<file path="src/rtl/spi_master.sv">
`default_nettype none
// ============================================================================
//  Module      : spi_master
//  Description : SPI mode-0 initiator. Byte-stream handshake on the fabric
//                side, MSB-first shifting, rising-edge sampling, active-low
//                chip select with programmable setup, hold and idle gap.
//  Revision    : 1.0 - initial release
// ============================================================================
module spi_master #(
  parameter int CLK_DIV  = 4,
  parameter int CS_SETUP = 2,
  parameter int CS_HOLD  = 2,
  parameter int CS_IDLE  = 2
) (
  input  logic       sysclk,
  input  logic       reset,
  input  logic       txValid,
  input  logic [7:0] txData,
  input  logic       txLast,
  output logic       txReady,
  output logic       rxValid,
  output logic [7:0] rxData,
  output logic       busy,
  output logic       oSPIClk,
  output logic       oSPIMOSI,
  input  logic       iSPIMISO,
  output logic       oSPICS
);

  localparam logic [7:0] c_clk_div  = 8'(CLK_DIV);
  localparam logic [7:0] c_cs_setup = 8'(CS_SETUP);
  localparam logic [7:0] c_cs_hold  = 8'(CS_HOLD);
  localparam logic [7:0] c_cs_idle  = 8'(CS_IDLE);

  // LOAD is the one-cycle slot between an accept and the first visible
  // effect on the bus, so MOSI/CS change one edge after the handshake.
  typedef enum logic [2:0] {
    S_IDLE  = 3'd0,
    S_LOAD  = 3'd1,
    S_SETUP = 3'd2,
    S_LOW   = 3'd3,
    S_HIGH  = 3'd4,
    S_WAIT  = 3'd5,
    S_HOLD  = 3'd6,
    S_GAP   = 3'd7
  } state_t;

  state_t     state_q, state_d;
  logic [7:0] cnt_q, cnt_d;
  logic [3:0] bit_q, bit_d;
  logic [7:0] txsh_q, txsh_d;
  logic       last_q, last_d;
  logic [7:0] rxsh_q, rxsh_d;
  logic       cs_q, cs_d;
  logic       sclk_q, sclk_d;
  logic       mosi_q, mosi_d;
  logic       rxvalid_q, rxvalid_d;
  logic [7:0] rxdata_q, rxdata_d;
  logic       busy_q, busy_d;
  logic       txready_q, txready_d;
  logic       accept;

  assign accept   = txValid && txready_q;
  assign txReady  = txready_q;
  assign rxValid  = rxvalid_q;
  assign rxData   = rxdata_q;
  assign busy     = busy_q;
  assign oSPIClk  = sclk_q;
  assign oSPIMOSI = mosi_q;
  assign oSPICS   = cs_q;

  // Next-state and registered-output logic; every counter reloads on state entry.
  always_comb begin
    state_d   = state_q;
    cnt_d     = cnt_q;
    bit_d     = bit_q;
    txsh_d    = txsh_q;
    last_d    = last_q;
    rxsh_d    = rxsh_q;
    cs_d      = cs_q;
    sclk_d    = sclk_q;
    mosi_d    = mosi_q;
    rxvalid_d = 1'b0;
    rxdata_d  = rxdata_q;
    busy_d    = busy_q;
    txready_d = txready_q;
    case (state_q)
      S_IDLE: begin
        txready_d = 1'b1;
        busy_d    = 1'b0;
        if (accept) begin
          txsh_d    = txData;
          last_d    = txLast;
          txready_d = 1'b0;
          state_d   = S_LOAD;
        end
      end
      S_LOAD: begin
        mosi_d = txsh_q[7];
        bit_d  = 4'd0;
        if (cs_q) begin
          // First byte of a transaction: assert CS and run the setup time.
          cs_d    = 1'b0;
          busy_d  = 1'b1;
          state_d = S_SETUP;
          cnt_d   = c_cs_setup;
        end else begin
          state_d = S_LOW;
          cnt_d   = c_clk_div;
        end
      end
      S_SETUP: begin
        if (cnt_q == 8'd1) begin
          state_d = S_LOW;
          cnt_d   = c_clk_div;
        end else begin
          cnt_d = cnt_q - 8'd1;
        end
      end
      S_LOW: begin
        if (cnt_q == 8'd1) begin
          state_d = S_HIGH;
          cnt_d   = c_clk_div;
          sclk_d  = 1'b1;
          rxsh_d  = {rxsh_q[6:0], iSPIMISO};
          bit_d   = bit_q + 4'd1;
        end else begin
          cnt_d = cnt_q - 8'd1;
        end
      end
      S_HIGH: begin
        if (cnt_q == 8'd1) begin
          sclk_d = 1'b0;
          if (bit_q == 4'd8) begin
            rxdata_d  = rxsh_q;
            rxvalid_d = 1'b1;
            if (last_q) begin
              state_d = S_HOLD;
              cnt_d   = c_cs_hold;
            end else begin
              state_d   = S_WAIT;
              txready_d = 1'b1;
            end
          end else begin
            mosi_d  = txsh_q[6];
            txsh_d  = {txsh_q[6:0], 1'b0};
            state_d = S_LOW;
            cnt_d   = c_clk_div;
          end
        end else begin
          cnt_d = cnt_q - 8'd1;
        end
      end
      S_WAIT: begin
        if (accept) begin
          txsh_d    = txData;
          last_d    = txLast;
          txready_d = 1'b0;
          state_d   = S_LOAD;
        end
      end
      S_HOLD: begin
        if (cnt_q == 8'd1) begin
          cs_d    = 1'b1;
          state_d = S_GAP;
          cnt_d   = c_cs_idle;
        end else begin
          cnt_d = cnt_q - 8'd1;
        end
      end
      S_GAP: begin
        if (cnt_q == 8'd1) begin
          state_d   = S_IDLE;
          busy_d    = 1'b0;
          txready_d = 1'b1;
        end else begin
          cnt_d = cnt_q - 8'd1;
        end
      end
      default: state_d = S_IDLE;
    endcase
  end

  // State and output registers with asynchronous abort to the idle values.
  always_ff @(posedge sysclk or posedge reset) begin
    if (reset) begin
      state_q   <= S_IDLE;
      cnt_q     <= 8'd0;
      bit_q     <= 4'd0;
      txsh_q    <= 8'd0;
      last_q    <= 1'b0;
      rxsh_q    <= 8'd0;
      cs_q      <= 1'b1;
      sclk_q    <= 1'b0;
      mosi_q    <= 1'b0;
      rxvalid_q <= 1'b0;
      rxdata_q  <= 8'd0;
      busy_q    <= 1'b0;
      txready_q <= 1'b0;
    end else begin
      state_q   <= state_d;
      cnt_q     <= cnt_d;
      bit_q     <= bit_d;
      txsh_q    <= txsh_d;
      last_q    <= last_d;
      rxsh_q    <= rxsh_d;
      cs_q      <= cs_d;
      sclk_q    <= sclk_d;
      mosi_q    <= mosi_d;
      rxvalid_q <= rxvalid_d;
      rxdata_q  <= rxdata_d;
      busy_q    <= busy_d;
      txready_q <= txready_d;
    end
  end

endmodule
`default_nettype wire

</file>
<file path="config.mk">
export PLATFORM = sky130hd
export DESIGN_NAME = spi_master
export DESIGN_NICKNAME = d
export VERILOG_FILES = /design/src/rtl/spi_master.sv
export SDC_FILE = /design/constraint.sdc
export NUM_CORES = 1
export LEC_CHECK = 0
export CORE_MARGIN = 2
export CORE_UTILIZATION = 51
export DETAILED_ROUTE_END_ITERATION = 16
export PLACE_DENSITY = 0.84
export SETUP_SLACK_MARGIN = 0.1
export SLEW_MARGIN = 10
export SYNTH_ARGS = -nofsm -noshare
export SYNTH_HDL_FRONTEND = slang
export SYNTH_SLANG_ARGS = --single-unit
export TNS_END_PERCENT = 100
</file>
<file path="constraint.sdc">
create_clock -name sysclk -period 1.9 [get_ports sysclk]
set_clock_uncertainty 0.1 [all_clocks]
set_input_delay 0.19 -clock sysclk [delete_from_list [all_inputs] [get_ports sysclk]]
set_output_delay 0.19 -clock sysclk [all_outputs]
set_load 0.05 [all_outputs]
</file>
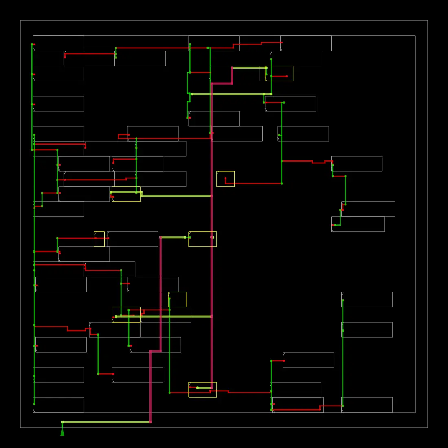
(run_1/final_clocks.png)
number of clock sinks: 46
clock buf count: 5
flip-flops: 46
Clk. pwr: 0.669 mW

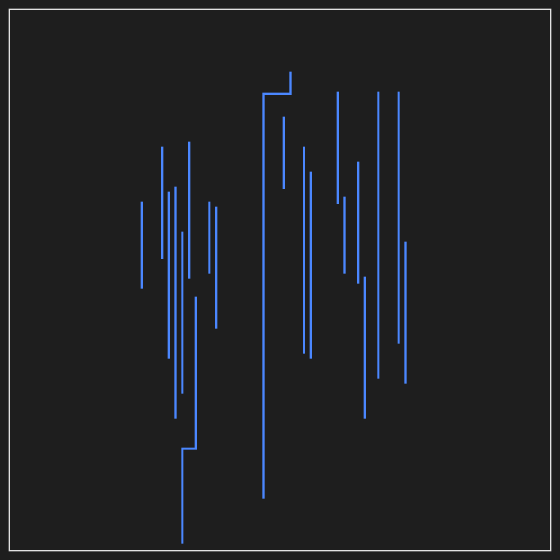
(run_1/met4.png)
The layer holds 5.3% of the routed length. The wires run mostly vertical. The layer carries 458 µm of wire. The longest straight run is 55.0 µm.

==> PnR_summary.wiki, run 1 <==
=== Synthesis and place and route ===
{| class="wikitable"
! Metric !! Value
|-
| Worst path setup slack after routing || -0.317 ns
|-
| Power in sequential cells || 1.59 mW
|-
| Proportion of power drawn by flip-flops and latches || 34.4%
|-
| Total net switching power || 2.01 mW
|-
| Violations in the final reports || setup timing
|-
| Most frequent logic cells in the routed design || sky130_fd_sc_hd__dfrtp_1, sky130_fd_sc_hd__buf_4, sky130_fd_sc_hd__clkdlybuf4s50_1, sky130_fd_sc_hd__a21oi_1, sky130_fd_sc_hd__mux2_2
|-
| Post-Synthesis Cells || 242
|-
| Non-clock buffer area fraction after layout || 20.5%
|-
| Cycle use final || 117%
|-
| Clock latency at the later pin of the worst-skew pair || 0.33 ns
|-
| Vias in the first global route || 2149
|-
| Family with the most delay on the worst path || simple AND/OR/NAND/NOR gates
|-
| Outcome || finished with violations
|-
| FP Core Util || 52.5%
|-
| Final setup fails || 39
|-
| Type of element capturing the critical path || register
|-
| Clock tree from TritonCTS || yes
|-
| Adder share || 2.03%
|-
| Data arrival at the endpoint of the critical path || 2.36 ns
|-
| Pre-Repair DR Iteration Count || 7
|-
| Number of hold buffers added after cts || 0
|-
| Ranking of synthesized cells by instance count || sky130_fd_sc_hd__dfrtp_1, sky130_fd_sc_hd__a21oi_1, sky130_fd_sc_hd__nor2_1
|-
| Clock Network Area Fraction || 2.53%
|-
| Peak supply drop || 905 µV
|-
| Final slew viol count || 0
|-
| Nets || 331
|-
| DR WL met2 || 4210 µm
|-
| Resized cells post-CTS || 13
|}
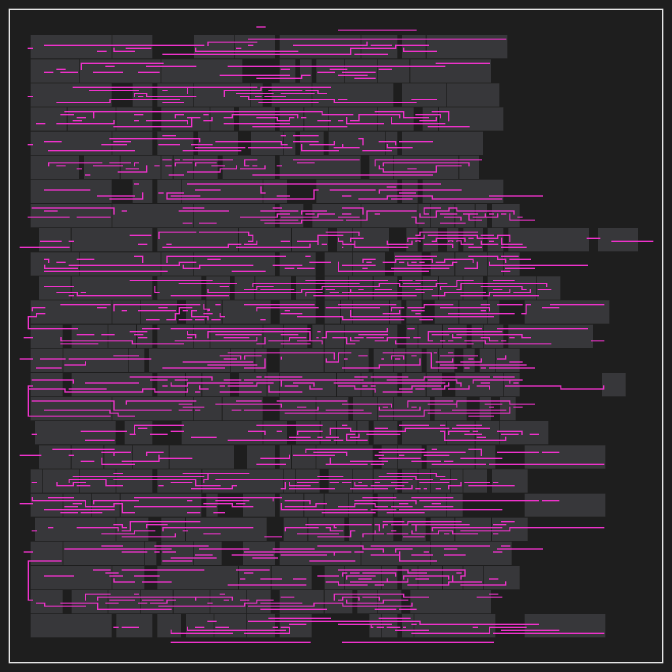
(run_1/met1.png)
Cells faint in the background.
The layer holds 38% of the routed length. The wires run mostly horizontal.

-- run 1: routing by layer --
layer | GRT usage (%) | up-vias
met3 | 4.39 | 44
li1 | - | 1039
met5 | 0 | -
met2 | 41.5 | 165
met4 | 11.5 | 0
met1 | 32.6 | 1198
-- run 1: through the flow --
| step | setup WS [ns] | setup TNS (ns) | total power, mW | hold slack [ns] | std cells |
|---|---|---|---|---|---|
| final | -0.317 | -4.71 | 4.61 | 0.137 | 369 |
| after global routing | -0.321 | -6.11 | 4.78 | 0.165 | 369 |
| after global placement | -0.0477 | -0.481 | 3.15 | 0.372 | 350 |
| after detailed placement | -0.136 | -1.93 | 3.23 | 0.399 | 350 |
| after CTS | -0.0624 | -0.687 | 3.93 | 0.147 | 362 |
| after floorplan | -0.0576 | -0.316 | 2.59 | 0.207 | 242 |
--- run 2 (diff from run 1) ---
--- a/config.mk
+++ b/config.mk
@@ -10,5 +10,5 @@
 export DETAILED_ROUTE_END_ITERATION = 16
 export PLACE_DENSITY = 0.84
-export SETUP_SLACK_MARGIN = 0.1
+export SETUP_SLACK_MARGIN = 0.15
 export SLEW_MARGIN = 10
 export SYNTH_ARGS = -nofsm -noshare
--- a/constraint.sdc
+++ b/constraint.sdc
@@ -3,3 +3,3 @@
 set_input_delay 0.19 -clock sysclk [delete_from_list [all_inputs] [get_ports sysclk]]
 set_output_delay 0.19 -clock sysclk [all_outputs]
-set_load 0.05 [all_outputs]
+set_load 0.01 [all_outputs]
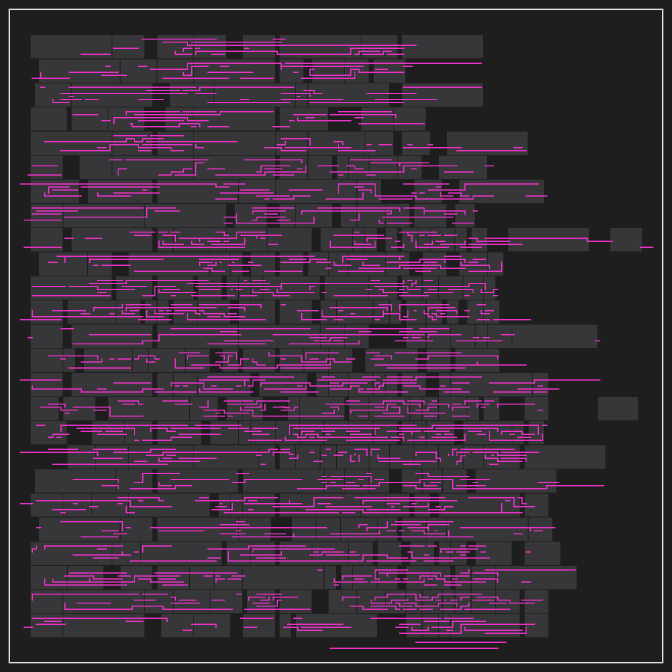
(run_2/met1.png)
Cells faint in the background.
The layer carries 3190 µm of wire. The layer holds 37% of the routed length. The wires run mostly horizontal. The longest straight run is 29.0 µm. 316 nets have wire on it.

==> run 2 against run 1 <==
Against the previous run:
- the run still ends with setup timing left
- flip-flop count is the same
- sequential power barely moved
- critical path depth grew 2
- maximum frequency up 5.0%
- global-route usage grew 2.0 points
- largest power group unchanged
- first-iteration DRC count up 57%
- via count is 4.2% higher
- final cell count increased by 1.6%
- largest cell class unchanged
- routed wire length shrank 0.88%
- sequential share of layout area grew 0.56 points
==> PnR_summary.wiki, run 2 <==
=== Synthesis and place and route ===
{| class="wikitable"
! Metric !! Value
|-
| Outcome || finished with violations
|-
| Violations in the final reports || setup timing
|-
| Power in sequential cells || 1.61 mW (about the same)
|-
| Ranking of synthesized cells by instance count || sky130_fd_sc_hd__dfrtp_1, sky130_fd_sc_hd__a21oi_1, sky130_fd_sc_hd__nor2_1
|-
| Proportion of power drawn by flip-flops and latches || 35.7% (+1.3 points)
|-
| Int Pwr || 2.65 mW
|-
| Number of synthesized register bits || 46
|-
| Clock Network Area Fraction || 2.36% (-0.17 points)
|-
| Cycle use final || 111% (-5.6 points)
|-
| Non-Filler Instances || 375 (+1.6%)
|-
| Tightest hold margin || 0.0587 ns (-0.0781 ns)
|-
| Final setup fails || 45 (+15%)
|-
| Flip-flops || 46 (unchanged)
|-
| Largest cells by area after synthesis || sky130_fd_sc_hd__dfrtp_1, sky130_fd_sc_hd__mux2_2, sky130_fd_sc_hd__a21oi_1
|-
| Resized cells post-CTS || 22 (+9)
|-
| Vias in the first global route || 2342 (+9.0%)
|-
| Placement-stage worst setup slack || -0.196 ns (-0.0598 ns)
|-
| FP Core Util || 52.5% (unchanged)
|-
| Share of post-route cells with drive strength above 1 || 40.2%
|-
| Number of placed instances with taps included || 352 (+0.57%)
|-
| Detailed Place HPWL || 4530 µm
|-
| Number of hold buffers added after cts || 0 (unchanged)
|-
| Total net switching power || 1.86 mW (-7.4%)
|-
| Clock buf count || 5 (unchanged)
|-
| Type of element capturing the critical path || register
|-
| Overall power || 4.51 mW (-2.0%)
|-
| Nets || 338 (+2.1%)
|-
| Clk. pwr || 0.620 mW (-7.3%)
|-
| Worst path setup slack after routing || -0.211 ns (+0.106 ns)
|-
| CP Capture Point || bit_q[3]
|-
| Most frequent logic cells in the routed design || sky130_fd_sc_hd__buf_4, sky130_fd_sc_hd__dfrtp_1, sky130_fd_sc_hd__clkdlybuf4s50_1, sky130_fd_sc_hd__nand2_1, sky130_fd_sc_hd__a21oi_1
|-
| Clock latency at the later pin of the worst-skew pair || 0.31 ns (-0.02 ns)
|-
| Number of clock sinks || 46 (unchanged)
|-
| Family with the most delay on the worst path || simple AND/OR/NAND/NOR gates
|-
| Setup tns final || -5.97 ns (-1.27 ns)
|-
| Clock tree from TritonCTS || yes
|-
| Data arrival at the endpoint of the critical path || 2.20 ns (-0.16 ns)
|-
| Pre-Repair DR Iteration Count || 5 (-2)
|-
| Non-clock buffer area fraction after layout || 21.5% (+1.0 points)
|}
run 2: how the worst min path moves through the flow:
stage	to	slack [ns]	cells past startpoint
floorplan	txsh_q[0]	0.21	2
global placement	oSPIClk	0.37	2
detailed placement	bit_q[2]	0.38	2
CTS	state_q[1]	0.08	2
global route	bit_q[1]	0.09	2
finish	bit_q[2]	0.06	2
run 2: layer usage:
layer / GRT usage [%] / part of all wire, %
met2: 46.6 / 48
met3: 4.12 / 8.5
met5: 0 / 0
met1: 34.4 / 37
met4: 11.1 / 6.2
run 2: cells by family after synthesis:
group | Yosys count | synth area share, %
and+or+nand+nor | 73 | 16.3
AOI/OAI and AO/OA | 65 | 17.0
DFF | 46 | 46.8
buffers and inverters | 27 | 5.33
muxes | 26 | 12.2
adders and majority gates | 4 | 2.03
xor gates and xnor gates | 1 | 0.356
Power figures rest on the tool's default switching activity, not on a simulated workload.
